===== config.mk =====
export PLATFORM = sky130hd
export DESIGN_NAME = spike_clip_ctrl
export DESIGN_NICKNAME = d
export VERILOG_FILES = /design/src/rtl/spike_clip_ctrl.sv
export SDC_FILE = /design/constraint.sdc
export NUM_CORES = 1
export LEC_CHECK = 0
export CORE_MARGIN = 2
export CORE_UTILIZATION = 53
export CTS_CLUSTER_DIAMETER = 60
export CTS_CLUSTER_SIZE = 24
export DETAILED_ROUTE_END_ITERATION = 16
export PLACE_DENSITY = 0.91
export SYNTH_ARGS = -nofsm -noshare
export SYNTH_HDL_FRONTEND = slang
export SYNTH_SLANG_ARGS = --single-unit

===== constraint.sdc =====
create_clock -name clk -period 5.4 [get_ports clk]
set_input_delay 0.54 -clock clk [delete_from_list [all_inputs] [get_ports clk]]
set_output_delay 0.54 -clock clk [all_outputs]
set_load 0.01 [all_outputs]

===== src/rtl/spike_clip_ctrl.sv =====
// Capture sequencer for the spike-clip filter: tracks sample validity through the filter
// latency, discards warm-up outputs and writes a programmed sample count to the capture RAM.
module spike_clip_ctrl #(
    parameter int DW   = 8,
    parameter int AW   = 10,
    parameter int LAT  = 4,
    parameter int FILL = 4,
    parameter int CW   = 16
) (
    input  logic          clk,
    input  logic          rst,
    input  logic          start,
    input  logic          abort,
    input  logic [AW:0]   cfg_len,
    input  logic          cfg_bypass,
    input  logic [DW-1:0] adc_din,
    input  logic          adc_valid,
    output logic [DW-1:0] filt_din,
    input  logic [DW-1:0] filt_dout,
    input  logic          filt_rep_sum,
    input  logic          filt_rep_x3,
    output logic          wr_en,
    output logic [AW-1:0] wr_addr,
    output logic [DW-1:0] wr_data,
    output logic          busy,
    output logic          done,
    output logic [CW-1:0] spike_cnt_sum,
    output logic [CW-1:0] spike_cnt_x3
);
    localparam int FCW = (FILL > 1) ? $clog2(FILL) : 1;
    localparam logic [AW:0] DEPTH = {1'b1, {AW{1'b0}}};

    typedef enum logic [1:0] {S_IDLE, S_FILL, S_CAPTURE, S_DONE} state_t;

    state_t         state, state_n;
    logic [LAT-1:0] vpipe;
    logic           rep_sum_q, rep_x3_q;
    logic [AW:0]    len_q, wcnt, wcnt_inc, len_clamped;
    logic           byp_q;
    logic [FCW-1:0] fill_cnt;
    logic           out_v, qual, do_wr, accept;
    logic [DW-1:0]  src;

    assign filt_din = adc_din;
    assign out_v    = vpipe[LAT-1];

    always_comb begin
        accept      = (state == S_IDLE) && start && !abort;
        len_clamped = (cfg_len > DEPTH) ? DEPTH : cfg_len;
        qual        = byp_q ? adc_valid : out_v;
        src         = byp_q ? adc_din : filt_dout;
        do_wr       = (state == S_CAPTURE) && qual;
        wcnt_inc    = wcnt + 1'b1;
        state_n     = state;
        case (state)
            S_IDLE: begin
                if (accept) begin
                    if (cfg_len == '0)
                        state_n = S_DONE;
                    else if (cfg_bypass || FILL == 0)
                        state_n = S_CAPTURE;
                    else
                        state_n = S_FILL;
                end
            end
            S_FILL: begin
                if (abort)
                    state_n = S_IDLE;
                else if (out_v && fill_cnt == FCW'(FILL - 1))
                    state_n = S_CAPTURE;
            end
            S_CAPTURE: begin
                if (abort)
                    state_n = S_IDLE;
                else if (do_wr && wcnt_inc == len_q)
                    state_n = S_DONE;
            end
            S_DONE:  state_n = S_IDLE;
            default: state_n = S_IDLE;
        endcase
    end

    always_ff @(posedge clk) begin
        if (rst) begin
            state         <= S_IDLE;
            vpipe         <= '0;
            rep_sum_q     <= 1'b0;
            rep_x3_q      <= 1'b0;
            len_q         <= '0;
            byp_q         <= 1'b0;
            wcnt          <= '0;
            fill_cnt      <= '0;
            wr_en         <= 1'b0;
            wr_addr       <= '0;
            wr_data       <= '0;
            busy          <= 1'b0;
            done          <= 1'b0;
            spike_cnt_sum <= '0;
            spike_cnt_x3  <= '0;
        end else begin
            state    <= state_n;
            vpipe[0] <= adc_valid;
            for (int unsigned i = 1; i < LAT; i++)
                vpipe[i] <= vpipe[i-1];
            // Flags lead filt_dout by one clock; one register aligns them with out_v.
            rep_sum_q <= filt_rep_sum;
            rep_x3_q  <= filt_rep_x3;
            busy      <= (state_n == S_FILL) || (state_n == S_CAPTURE);
            done      <= (state == S_DONE);
            wr_en     <= do_wr;
            if (do_wr)
                wr_data <= src;
            if (accept) begin
                len_q         <= len_clamped;
                byp_q         <= cfg_bypass;
                wcnt          <= '0;
                fill_cnt      <= '0;
                wr_addr       <= '0;
                spike_cnt_sum <= '0;
                spike_cnt_x3  <= '0;
            end else begin
                // wr_addr is the write index: it advances once each issued write has been presented.
                if (wr_en)
                    wr_addr <= wr_addr + 1'b1;
                if (state == S_FILL && out_v)
                    fill_cnt <= fill_cnt + 1'b1;
                if (do_wr) begin
                    wcnt <= wcnt_inc;
                    if (!byp_q) begin
                        if (rep_x3_q) begin
                            if (spike_cnt_x3 != '1)
                                spike_cnt_x3 <= spike_cnt_x3 + 1'b1;
                        end else if (rep_sum_q) begin
                            if (spike_cnt_sum != '1)
                                spike_cnt_sum <= spike_cnt_sum + 1'b1;
                        end
                    end
                end
            end
        end
    end
endmodule


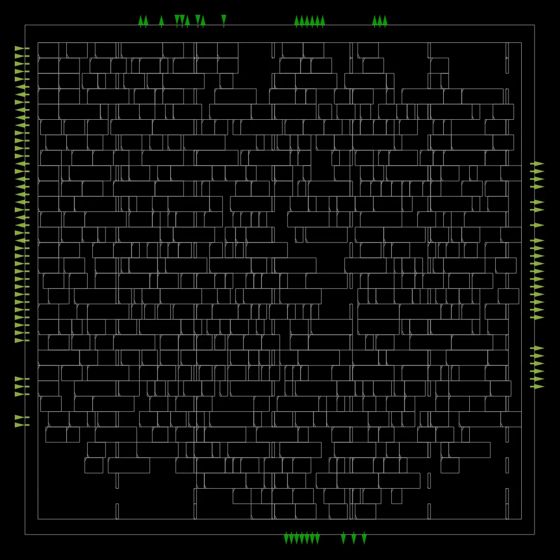
placement.png
Tap Count: 99
core footprint: 7210 um^2
Finished Layout Cells: 628

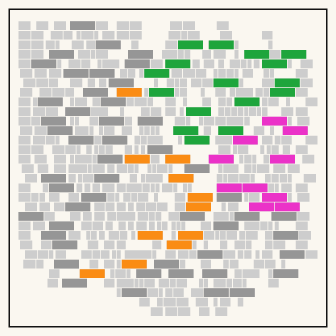
flops_by_reg.png
Other sequential cells in the stronger gray, the rest of the logic in the fainter gray.
legend:
  magenta:
    signal: wr_addr
    flops: 10
    where: middle right
  orange:
    signal: wcnt
    flops: 11
  green:
    signal: spike_cnt_x3
    flops: 16

==> impl_metrics.yaml <==
# synthesis and place-and-route metrics
run_status:
  status: "completed"
final_timing:
  slew_headroom_pct: 27.2
  max_freq_ghz: 0.355
  finalCritPeriodShare_pct: 52.1
  whs_ns: 0.448
  final_max_slew_viol_count: 0
  period_minus_slack_ns: 2.82
  layout_setup_ws_ns: 2.58
  finClkSkew_ns: 0.0127
  finalSetupTns_ns: 0
  rsz0062_at_grt: "no"
  worst_pin_slew_ns: 1.08
worst_setup_path:
  arrival_ns: 3.03
  path_cells: "mux2i_1 -> or4_1 -> a211oi_1 -> nand3_1 -> xor2_1 -> nor2_1"
  cp-startpoint: "byp_q"
  reg2reg_depth: 6
  timing.rr.end: "spike_cnt_sum[14]"
  worstReg2RegStart: "byp_q"
  cp-start-kind: "register"
  regToRegSetupSlack_ns: 2.58
synthesis:
  ys_cells: 439
  syn_nets: 479
  ys_seq_share_pct: 43.8
  ys_sh_xor_pct: 12.7
  synth-async-reset-ratio_pct: 0
  ys.flop_type: "dfxtp_1"
  synth.avg_cell_area_um2: 8.96
  topCellsByArea: "dfxtp_1 44%, xnor2_1 6.9%, nor2_1 6.9%, xor2_1 5.8%, mux2i_1 3.3%"
  adder_share_pct: 1.59
finish:
  lay_top_count: "clkdlybuf4s50_1"
  buffers: 96
  clock_buffers: 10
  diodes: 0
  comb_area_um2: 2080
  final_nets: 564
  flop_area_um2: 1720
  largest_cell_class: "logic gates"
  flops: 86
  nFillCells: 562
  drive_above_1_share_pct: 4.91
  num-multi-input-gates: 326
drt:
  top_layer_used: "met4"
  drt_iter0_drc: 119
  finalWirelength_um: 8540
  drc: 0
  num_vias: 3382
  wl_met1_um: 3860
placement:
  dpl_cell_area_um2: 4900
  place_hpwl_um: 6460
  dp_slack_ns: 2.36
min_path:
  holdPathStages: 1
  hold_end: "vpipe[3]"
clock_network:
  cts_tree: "yes"
  cts_num_sinks: 86
  clk_latency_ns: 0.36
  cts_resized: 0
power:
  power.share.clock_pct: 35.8
  swShare_pct: 24.2
  intPower_mw: 0.852
  p_comb_share_pct: 6.7
  power.density_nw_per_um2: 221
  largestPowerGroup: "sequential cells"
  seq-power_mw: 0.646
  seqPwrFrac_pct: 57.5
  report.power.total_mw: 1.12
grt:
  grt.total_usage_pct: 20.9
  grt_busiest_layer: "met2"
  grt_use_met3_pct: 5.70
  grt_use_met1_pct: 25.8
run:
  warnings: 26
floorplan:
  floorplan.die.width_um: 90.2
  fp-utilization_pct: 54.5
  die_area_um2: 8130
  die_h_um: 90.2
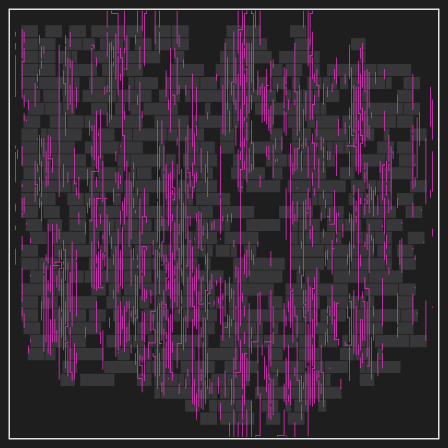
layer_met2.png
longest straight run: 33.0 um
main direction: vertical
wire length on this layer: 4090 um

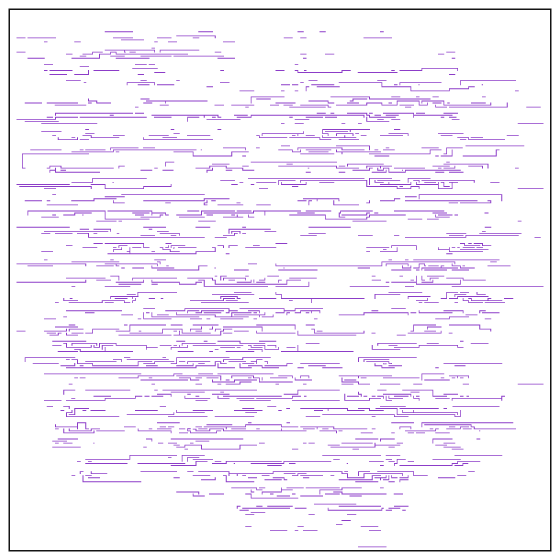
layer_met1.png
longest straight run: 21.6 um
share of all routed wire: 45%

Power figures rest on the tool's default switching activity, not on a simulated workload.
